==> config.mk <==
export PLATFORM = sky130hd
export DESIGN_NAME = aim_sequencer
export DESIGN_NICKNAME = d
export VERILOG_FILES = /design/src/rtl/aim_pkg.sv /design/src/rtl/period_tick.sv /design/src/rtl/aim_sequencer.sv
export SDC_FILE = /design/constraint.sdc
export NUM_CORES = 1
export LEC_CHECK = 0
export ABC_AREA = 0
export CAP_MARGIN = 20
export CORE_AREA = 3 3 155 157
export CTS_CLUSTER_DIAMETER = 200
export DETAILED_ROUTE_END_ITERATION = 8
export DIE_AREA = 0 0 158 160
export GPL_TIMING_DRIVEN = 0
export PLACE_DENSITY = 0.44
export REMOVE_ABC_BUFFERS = 1
export SYNTH_ARGS = -nofsm -noshare
export SYNTH_HDL_FRONTEND = slang
export SYNTH_SLANG_ARGS = --single-unit
==> constraint.sdc <==
create_clock -name clk -period 3.75 [get_ports clk]
set_clock_uncertainty 0.05 [all_clocks]
set_input_delay 0.375 -clock clk [delete_from_list [all_inputs] [get_ports clk]]
set_output_delay 0.375 -clock clk [all_outputs]
set_load 0.03 [all_outputs]
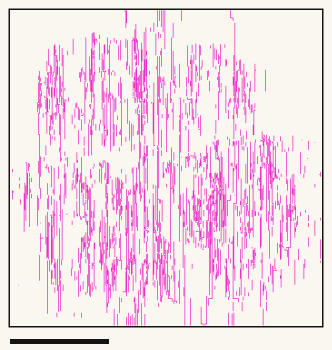
Fig. 1. Signal wires on met2.
The bar under the picture is 50 um long.
wire length on this layer = 8,880 um
main direction = vertical
nets with wire on the layer = 727
share of all routed wire = 46%
met2 demand-to-capacity share in global routing: 24.2%
detailed-route wire length: 19,200 um
Vias: 6,050

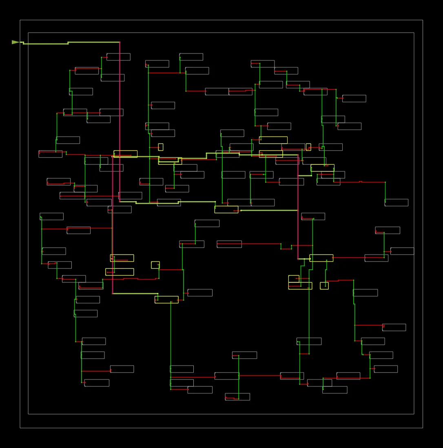
Fig. 2. Clock routing.
Clock group: 1.04 mW
count of flip-flops and latches: 91
number of clock sinks: 91

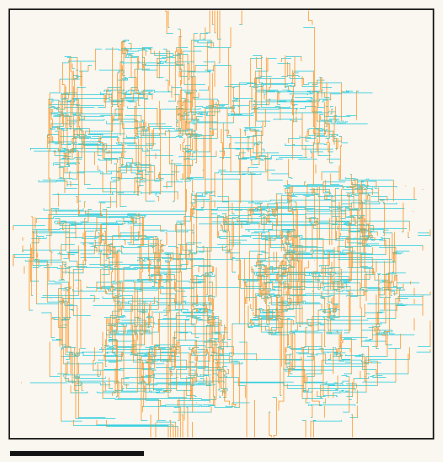
Fig. 3. Routed metal, one color a layer.
The bar under the picture is 50 um long. Two of the layers only.
met1 -> cyan  # wire length 9,540 um
met2 -> orange  # wire length 8,880 um
mean routed wirelength per cell: 16.6 um
total global routing track utilization: 15.2%

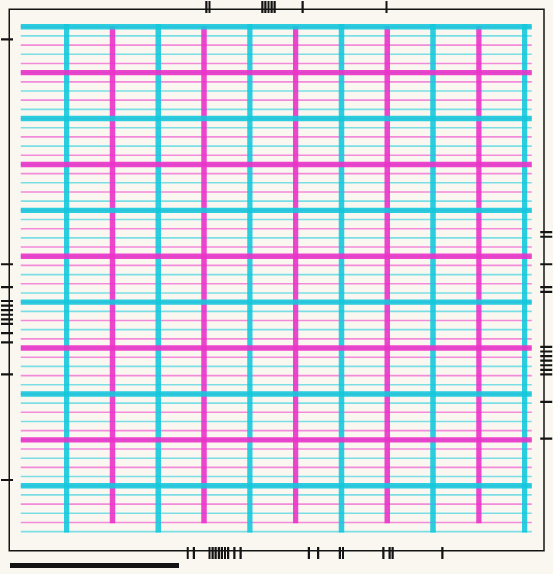
Fig. 4. Supply network.
The bar under the picture is 50 um long. Pins as bars on the die edge.
VDD -> magenta
VSS -> cyan
met1 rails = 56
met4 straps = 11
signal pins = 55
rows = 55
met5 straps = 11
Horiz. Die Dim: 158 um
vertical die dimension: 160 um

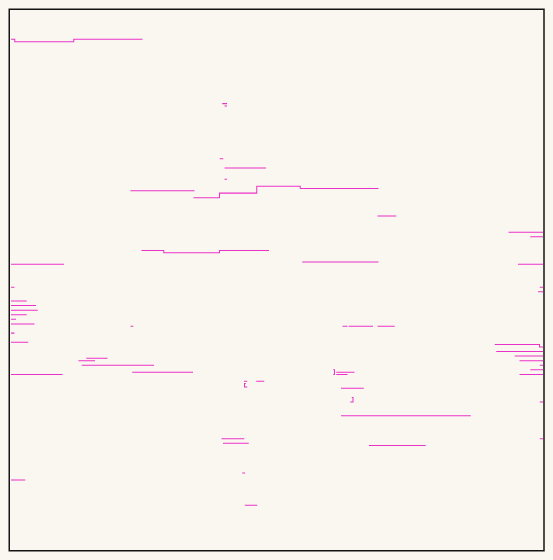
Fig. 5. The metal 3 layer.
wire length on this layer = 505 um
main direction = horizontal
share of all routed wire = 2.6%
GR met3 Demand/Resource: 2.52%

==> notes.md <==
Synthesis and PnR results.

- At the pin with the least slew margin, the transition time is 983 ps.
- By area the synthesized netlist is led by sky130_fd_sc_hd__dfrtp_1, sky130_fd_sc_hd__ha_1, sky130_fd_sc_hd__dfstp_2, sky130_fd_sc_hd__nand2_1, sky130_fd_sc_hd__o21ai_0.
- The power density normalized to cell area is 258 nW/um^2.
- The share of synthesized registers carrying an async set or reset is 100%.
- STA classifies the critical path startpoint as a register.
- Once the clock tree was built, the resizer swapped 16 gates to a different size.
- The number of optimization iterations in the first detailed-route pass reads 5.
- The power dissipated by switching net loads reads 486 uW.
- The flow ran to the end, and the final reports show no timing, DRC or antenna violations.
- The DRC violation total left in the routed layout is recorded as 0.
- After the first detailed-routing iteration, the DRC count stood at 319.
- Per the run report, area growth between synthesis and finish was 18.4%.
- The synthesis report lists the Yosys warning total as 0.
- The max-slew headroom at the worst pin reads 34.4%.
- The count of different cell masters after synthesis is 67.
- The worst-case clock buffer depth is 2.
- The number of cells on the critical path is 10.
- The internal power component is 1.60 mW.
- The biggest cell category by area in the final layout reads combinational gates.
- The kind of cell with the highest combined delay on the critical path is simple AND/OR/NAND/NOR gates.
- The synthesis area per yosys reads 6830 um^2.
==> per-layer routing <==
layer  global-route usage, %  vias up  share of wire (%)  routed length (um)
met5                       0        -                  0                   0
met1                    21.5     2916                 50                9540
met2                    24.2       78                 46                8880
met3                    2.52       19                2.6                 505
li1                        -     3037                  -                   -
met4                    3.60        0                1.4                 273
==> kinds of logic after synthesis <==
logic type               after synthesis  share of synthesized area (%)
buffers and inverters                 99                           5.60
multiplexers                          16                           2.34
XOR/XNOR                              42                           5.38
AND-OR/OR-AND                        210                           20.1
AND/OR/NAND/NOR                      325                           23.8
flip-flops                            91                           33.6
adder cells (fa/ha/maj)               50                           9.16
Power and IR drop assume default switching activity.
